===== src/rtl/hamming_decoder_15_11.sv =====
// Serial Hamming(15,11) decoder: collects codeword bits, corrects single-bit errors, re-serialises data MSB first.
// Optional corrected-frame counter ERR_CNT is built only when HAMMING_ERR_CNT_EN is defined.
module hamming_decoder_15_11 #(
  parameter int CNT_W = 8
) (
  input  logic       CLK,
  input  logic       REST,
  input  logic       DEVICE_EN,
  input  logic       IN_VALID,
  input  logic       SERIAL_IN,
  input  logic       OUT_EN,
  output logic       SERIAL_OUT,
  output logic       OUT_VALID,
  output logic       ERR_CORR,
  output logic [3:0] SYNDROME,
  output logic       OVERRUN
`ifdef HAMMING_ERR_CNT_EN
  ,
  output logic [CNT_W-1:0] ERR_CNT
`endif
);

  // Handshake: an output bit moves on an edge with DEVICE_EN=1, OUT_VALID=1 and OUT_EN=1;
  // an input bit is taken on an edge with DEVICE_EN=1 and IN_VALID=1. Nothing else moves data.
  localparam logic [0:0] IDLE  = 1'b0;
  localparam logic [0:0] SHIFT = 1'b1;

  logic [0:0]  state;
  logic [13:0] in_sr;
  logic [3:0]  in_cnt;
  logic [10:0] out_sr;
  logic [3:0]  out_cnt;

  logic [14:0] word;
  logic [14:0] fixed;
  logic [3:0]  syn;
  logic [10:0] data;
  logic        load;
  logic        last_shift;

  // The 15th bit is decoded live from SERIAL_IN, so only 14 bits need storing.
  always_comb begin
    word = {in_sr, SERIAL_IN};
    syn  = 4'd0;
    for (int p = 1; p <= 15; p++) begin
      if (word[p-1]) syn = syn ^ 4'(p);
    end
    fixed = word;
    if (syn != 4'd0) fixed = word ^ (15'd1 << (syn - 4'd1));
    data = {fixed[14:8], fixed[6:4], fixed[2]};
  end

  assign load       = DEVICE_EN && IN_VALID && (in_cnt == 4'd14);
  assign last_shift = DEVICE_EN && (state == SHIFT) && OUT_EN && (out_cnt == 4'd10);
  assign OUT_VALID  = state;
  assign SERIAL_OUT = out_sr[10];

  always_ff @(posedge CLK) begin
    if (!REST) begin
      state    <= IDLE;
      in_sr    <= '0;
      in_cnt   <= '0;
      out_sr   <= '0;
      out_cnt  <= '0;
      ERR_CORR <= 1'b0;
      SYNDROME <= '0;
      OVERRUN  <= 1'b0;
    end else if (DEVICE_EN) begin
      if (IN_VALID) begin
        in_sr  <= {in_sr[12:0], SERIAL_IN};
        in_cnt <= (in_cnt == 4'd14) ? 4'd0 : in_cnt + 4'd1;
      end
      ERR_CORR <= load && (syn != 4'd0);
      if (load) begin
        SYNDROME <= syn;
        out_sr   <= data;
        out_cnt  <= '0;
        state    <= SHIFT;
        // Replacing a frame mid-delivery is an overrun; landing on its final bit is not.
        if ((state == SHIFT) && !last_shift) OVERRUN <= 1'b1;
      end else if ((state == SHIFT) && OUT_EN) begin
        out_sr <= {out_sr[9:0], 1'b0};
        if (out_cnt == 4'd10) begin
          state   <= IDLE;
          out_cnt <= '0;
        end else begin
          out_cnt <= out_cnt + 4'd1;
        end
      end
    end
  end

`ifdef HAMMING_ERR_CNT_EN
  // Saturating count of frames that needed correction.
  always_ff @(posedge CLK) begin
    if (!REST) begin
      ERR_CNT <= '0;
    end else if (load && (syn != 4'd0) && (ERR_CNT != {CNT_W{1'b1}})) begin
      ERR_CNT <= ERR_CNT + CNT_W'(1);
    end
  end
`else
  logic [31:0] unused_cnt_w;
  assign unused_cnt_w = CNT_W;
`endif

endmodule


===== config.mk =====
export PLATFORM = sky130hd
export DESIGN_NAME = hamming_decoder_15_11
export DESIGN_NICKNAME = d
export VERILOG_FILES = /design/src/rtl/hamming_decoder_15_11.sv
export SDC_FILE = /design/constraint.sdc
export NUM_CORES = 1
export LEC_CHECK = 0
export CORE_AREA = 2 2 68 70
export CTS_CLUSTER_SIZE = 12
export DETAILED_ROUTE_END_ITERATION = 16
export DIE_AREA = 0 0 70 72
export GPL_ROUTABILITY_DRIVEN = 0
export GPL_TIMING_DRIVEN = 0
export PLACE_DENSITY = 0.72
export SYNTH_ARGS = -nofsm -noshare
export SYNTH_HDL_FRONTEND = slang
export SYNTH_SLANG_ARGS = --single-unit
export TNS_END_PERCENT = 30

===== constraint.sdc =====
create_clock -name CLK -period 2 [get_ports CLK]
set_input_delay 0.4 -clock CLK [delete_from_list [all_inputs] [get_ports CLK]]
set_output_delay 0.4 -clock CLK [all_outputs]
set_load 0.01 [all_outputs]

==> results.tsv, run 1 <==
stage	metric	value	unit
outcome	status	finished, violations left	
outcome	failing checks	negative setup slack	
grt	gr ovfl total	0	
pwr	Leak	0.989	nW
clocking	clock slew at reported path FFs	0.08	ns
worst_setup_path	CP max stage cell	or3_4	
route	highest routed layer	met4	
sta	fin crit share	1.06	
grt	met2 usage	0.288	
route	DR DRC count	0	
grt	first-pass GRT wire length	7.18	mm
layout	logic area	1500	µm²
layout	antenna diode count	0	
worst_setup_path	crit-path cells	buf_6 -> xor2_4 -> xor2_2 -> or3_4 -> a21oi_1 -> mux2i_1 -> o22ai_1	
layout	Final Cell Area	2760	µm²
sta	clk_skew	0.0124	ns
synth	AO/OA Area Share	0.207	
worst_setup_path	CP top delay family	XOR/XNOR gates	
clocking	Num CTS Buffers	5	
clocking	CTS max path bufs	2	
synth	Seq share, synth	0.360	
grt	Total GRT Usage	0.185	
floorplanning	total die size	5040	µm²
synth	syn_nets	255	
sta	Finish-stage setup viols	4	
route	Met1 Wirelength	2.23	mm
floorplanning	Rows	24	
clocking	CTS sink count	40	
place	placed cells	313	
worst_setup_path	peak per-stage delay on the critical path	0.43	ns
sta	final slew viol count	0	
clocking	CTS tree	done	
synth	XOR/XNOR share of the synthesized area	0.168	
worst_setup_path	crit end category	flip-flop	
run	OpenROAD warnings	28	
pwr	Flop pwr share	0.493	
grt	antenna violations before repair	0	
sta	Fin Setup TNS	-0.251	ns
pwr	pwr dens	590	nW/µm²
pwr	sequential group power	0.803	mW
grt	largest net degree at the start of global routing	13	
layout	count of nets after finishing	278	
clocking	Post-CTS Hold Fix Bufs	0	
layout	layout cells sized above 1	0.253	
synth	EDFF count, synth	0	
synth	synth warn	0	
layout	Top reg by flops	in_sr	
synth	post-synthesis cell count	249	
sta	hold slack	0.471	ns
hold_path	Hold Path Class	input port to flip-flop	
synth	Cell variety after synth	37	
route	first drt pass iteration count	4	
worst_setup_path	crit path DRT	2.19	ns
pwr	Psw	0.353	mW
route	met3 WL	261	µm
layout	Storage cell area	805	µm²
grt	number of global-route vias before repair	1542	
route	1st-iter DRT viols	101	
synth	syn avg cell area	8.92	µm²
floorplanning	fp util	0.521	
sta	worst setup margin	-0.128	ns
place	DP Area	2410	µm²
pwr	Gate power share	0.054	
synth	Yosys Chip Area	2220	µm²
sta	RSZ-0062 raised after global routing	yes	
route	post-route ant nets	0	
clocking	Clock Root Buffer	clkbuf_8	
grt	busiest grt layer	met2	
layout	Largest register FFs	14	
worst_setup_path	Crit Path Category	flip-flop to flip-flop	
worst_setup_path	CP max FO	5	
pwr	Clock net power	0.736	mW
synth	Simple-Gate Fraction of Synth Area	0.159	
synth	adder share	0	
sta	Peak Freq	0.470	GHz
worst_setup_path	CP bufs+invs	1	
synth	asr flop ratio synth	0	
floorplanning	core area	4260	µm²
layout	Regs by FF count	in_sr: 14 flops, out_sr: 11 flops	
synth	Yosys Instances	249	
worst_setup_path	Worst setup SP type	flip-flop	
place	DP Wirelength	3.09	mm
sta	Slew @ Worst Pin	0.466	ns
pwr	combinational power	0.0881	mW
grt	met1 Usage GRT	0.238	
pwr	clock share of power	0.452	
synth	mapped cell area	2220	µm²
worst_setup_path	r2r setup slk	-0.13	ns
pwr	peak supply drop	0.396	mV
-- run 1: path summary, 6_finish.rpt --
path | depth (start not counted) | from | to
setup / recovery | 7 | in_sr[11] | out_sr[10]
hold / removal | 3 | REST | out_sr[7]
setup reg to reg | 7 | in_sr[11] | out_sr[10]
hold reg to reg | 1 | OVERRUN | OVERRUN
-- run 1: through the flow --
| stage | total power [mW] | util |
|---|---|---|
| 6_report | 1.63 | 0.646 |
| 5_1_grt | 1.68 | 0.646 |
| 4_1_cts | 1.62 | 0.600 |
| 3_5_place_dp | 0.897 | 0.565 |
| 3_3_place_gp | 0.896 | 0.565 |
| 2_1_floorplan | 0.873 | - |
-- run 1: tightest hold or removal path: stages --
cell	delay [ns]
buf_1	0.18
o21ai_0	0.12
a21oi_1	0.04
-- run 1: timing repair --
item,4_1_cts,5_1_grt
resized,6,30
hold endpoints to repair,0,0
pin swaps,0,6
setup endpoints to repair,13,24
buffers inserted,0,4
-- run 1: final cells by class --
class,instances,area share
flip-flops and latches,40,0.292
multi-input cells,190,0.545
clock buffers,7,0.0350
plain buffers,19,0.0391
repair buffers,16,0.0545
clock inverters,1,0.0109
well taps,52,0.0236
-- run 1: cell usage after synthesis (2+ instances only) --
library cell,n,area (µm²)
xnor2_2,3,48.8
xnor2_1,21,184
mux2i_1,3,30.0
dfxtp_1,40,801
a211oi_1,11,82.6
nor2b_1,2,12.5
buf_4,2,15.0
buf_6,2,22.5
and2_1,4,25.0
xor2_1,6,52.6
o21ai_0,15,75.1
a21boi_0,16,120
nor2_1,7,26.3
or3_4,3,33.8
buf_2,3,15.0
a21oi_1,18,90.1
or3_1,2,12.5
buf_1,3,11.3
clkbuf_1,8,30.0
o21a_1,2,15.0
nand2_1,42,158
xnor3_1,2,45.0
nand3_1,8,40.0
mux2_2,9,101
o211a_1,5,50.1
==> run_1/layer_met3.png <==
The bar under the picture is 20 µm long.
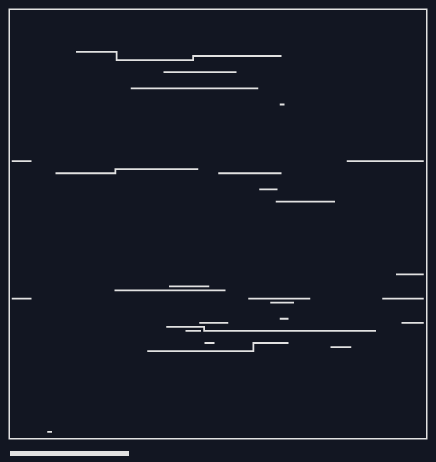
longest straight run = 28.7 µm
wire length on this layer = 262 µm
Post-Route WL: 4.86 mm
grt met3 use: 0.0556
Via Count: 1769

==> run_1/placement_by_type.png <==
Fill, decap, tap and diode cells in grey.
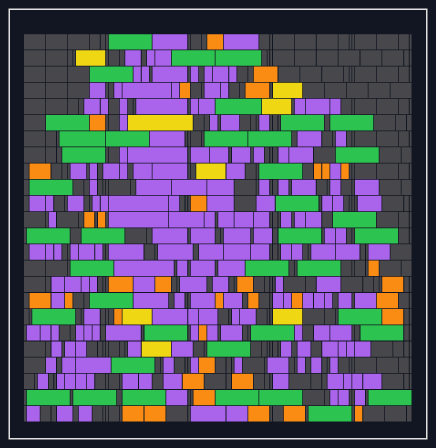
orange -> other buffers and delay cells  # cells 35
yellow -> clock drivers and dummy loads  # cells 8
purple -> combinational and other logic  # cells 190
green -> flops  # cells 40

==> run_1/layer_met2.png <==
Cells faint in the background.
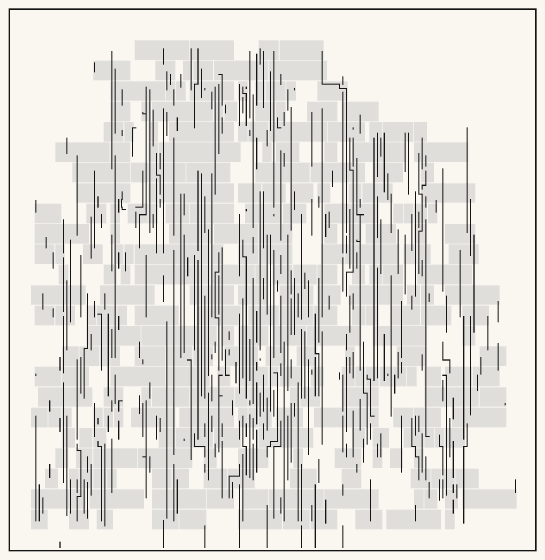
wire length on this layer = 2280 µm
share of all routed wire = 47%
nets with wire on the layer = 213
main direction = vertical

==> run_1/io_fan.png <==
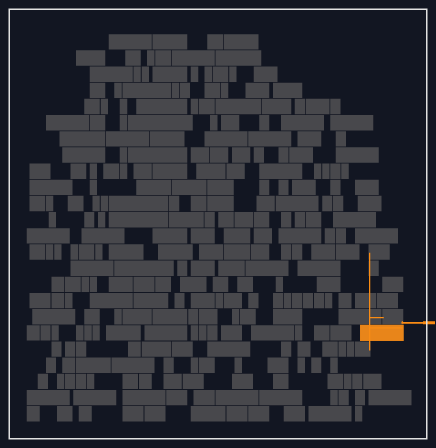
orange -> OUT_VALID  # bits 1, direction output, end cells 1, buffers 1, wire 27.8 µm

==> run 2: changes to the inputs <==
--- a/config.mk
+++ b/config.mk
@@ -6,6 +6,7 @@
 export NUM_CORES = 1
 export LEC_CHECK = 0
 export CORE_AREA = 2 2 68 70
+export CTS_CLUSTER_DIAMETER = 40
 export CTS_CLUSTER_SIZE = 12
 export DETAILED_ROUTE_END_ITERATION = 16
 export DIE_AREA = 0 0 70 72
==> run_2/placement_by_type.png <==
Fill, decap, tap and diode cells in grey.
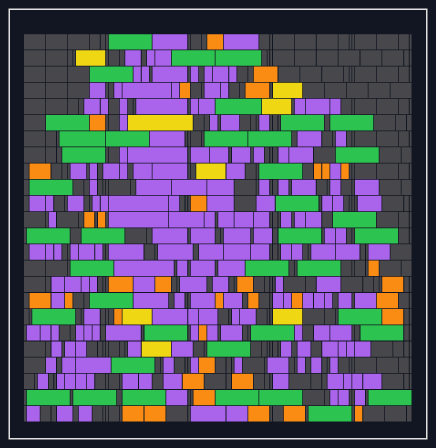
yellow -> clock drivers and dummy loads  # cells 8
purple -> combinational and other logic  # cells 190
orange -> other buffers and delay cells  # cells 35
green -> flops  # cells 40

==> run_2/io_fan.png <==
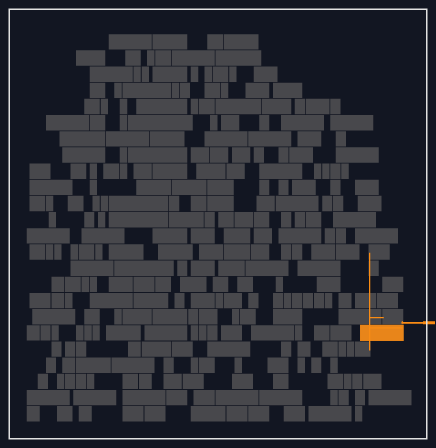
orange -> OUT_VALID  # bits 1, direction output, end cells 1, buffers 1, wire 27.8 µm

==> run_2/layer_met3.png <==
The bar under the picture is 20 µm long.
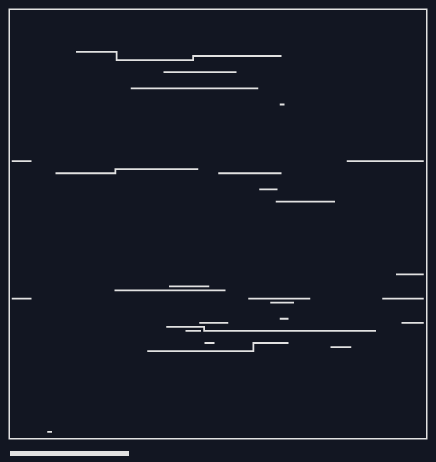
main direction = horizontal
nets with wire on the layer = 20
longest straight run = 28.7 µm
share of all routed wire = 5.4%

==> run 2 against run 1 <==
Highest routed layer unchanged. The run still ends with negative setup slack left. Critical path type unchanged. Largest power group unchanged. Synthesized area unchanged. Hold slack unchanged. Routed wire length did not move. Maximum frequency unchanged. Final cell count unchanged.
==> results.tsv, run 2 <==
stage	metric	value	unit	change
synth	post-synthesis cell count	249		unchanged
synth	Seq share, synth	0.360		unchanged
worst_setup_path	worst r2r src	in_sr[11]		
synth	top cells, area	dfxtp_1 36%, xnor2_1 8.3%, nand2_1 7.1%, a21boi_0 5.4%, mux2_2 4.6%		
sta	Finish-stage setup viols	4		unchanged
worst_setup_path	Crit Path Category	flip-flop to flip-flop		
floorplanning	core area	4260	µm²	unchanged
synth	Yosys Instances	249		unchanged
floorplanning	total die size	5040	µm²	unchanged
outcome	failing checks	negative setup slack		
layout	Final Cell Area	2760	µm²	unchanged
layout	layout cells sized above 1	0.253		unchanged
floorplanning	Rows	24		unchanged
pwr	Leak	0.989	nW	unchanged
layout	antenna diode count	0		unchanged
clocking	Num CTS Buffers	5		unchanged
synth	most frequent cells after synthesis	42 x nand2_1, 40 x dfxtp_1, 21 x xnor2_1		
worst_setup_path	peak per-stage delay on the critical path	0.43	ns	about the same
sta	hold slack	0.471	ns	unchanged
sta	final slew viol count	0		unchanged
pwr	Total Power	1.63	mW	unchanged
sta	worst setup margin	-0.128	ns	unchanged
route	post-route ant nets	0		unchanged
grt	gr ovfl total	0		unchanged
place	DP Area	2410	µm²	unchanged
layout	Largest register FFs	14		unchanged
route	1st-iter DRT viols	101		unchanged
synth	Simple-Gate Fraction of Synth Area	0.159		unchanged
clocking	CTS tree	done		
outcome	status	finished, violations left		
pwr	peak supply drop	0.396	mV	unchanged
synth	syn_nets	255		unchanged
grt	Total GRT Usage	0.185		unchanged
sta	clk_skew	0.0124	ns	unchanged
synth	Yosys Chip Area	2220	µm²	unchanged
clocking	CTS sink count	40		unchanged
layout	final core occ	0.646		unchanged
synth	AO/OA Area Share	0.207		unchanged
run	OpenROAD warnings	28		unchanged
==> run 2: cell counts in the layout (fill, tap and decap cells not counted) <==
No cell type changed its count.
==> run 2: layer usage <==
layer | vias to the layer above | global-route usage
met5 | - | 0
met4 | 0 | 0.0855
met3 | 6 | 0.0556
met2 | 42 | 0.288
met1 | 821 | 0.238
li1 | 900 | -
==> run 2: layout make-up <==
| type | count | share of cell area |
|---|---|---|
| Clock buffer | 7 | 0.0350 |
| Clock inverter | 1 | 0.0109 |
| Tap cell | 52 | 0.0236 |
| Buffer | 19 | 0.0391 |
| Sequential cell | 40 | 0.292 |
| Multi-Input combinational cell | 190 | 0.545 |
| Timing Repair Buffer | 16 | 0.0545 |
==> run 2: where the power goes <==
part | internal (mW) | switching, mW | total [mW]
Sequential | 0.799 | 0.00367 | 0.803
Clock | 0.440 | 0.296 | 0.736
Combinational | 0.0340 | 0.0540 | 0.0881
==> run 2: kinds of logic (layout without fill, tap and decap cells) <==
group / Yosys count / in the layout
AND-OR/OR-AND: 71 / 71
XOR/XNOR: 34 / 34
buffers and inverters: 19 / 43
flip-flops: 40 / 40
multiplexers: 12 / 12
AND/OR/NAND/NOR: 73 / 73
==> run 2: timing repair <==
| item | in CTS | in global routing |
|---|---|---|
| endpoints found under the hold margin | 0 | 0 |
| pin swaps | 0 | 6 |
| hold buffers | 0 | 0 |
| gates resized | 6 | 30 |
| setup buffers | 0 | 4 |
| setup endpoints to repair | 13 | 24 |
==> run 2: worst paths after layout <==
path                endpoint  slack [ns]  cells after the start
setup / recovery  out_sr[10]       -0.13                      7
setup reg to reg  out_sr[10]       -0.13                      7
hold / removal     out_sr[7]        0.47                      3
hold reg to reg      OVERRUN        0.47                      1
No activity file was given, so power comes from the tool's default toggle rates.
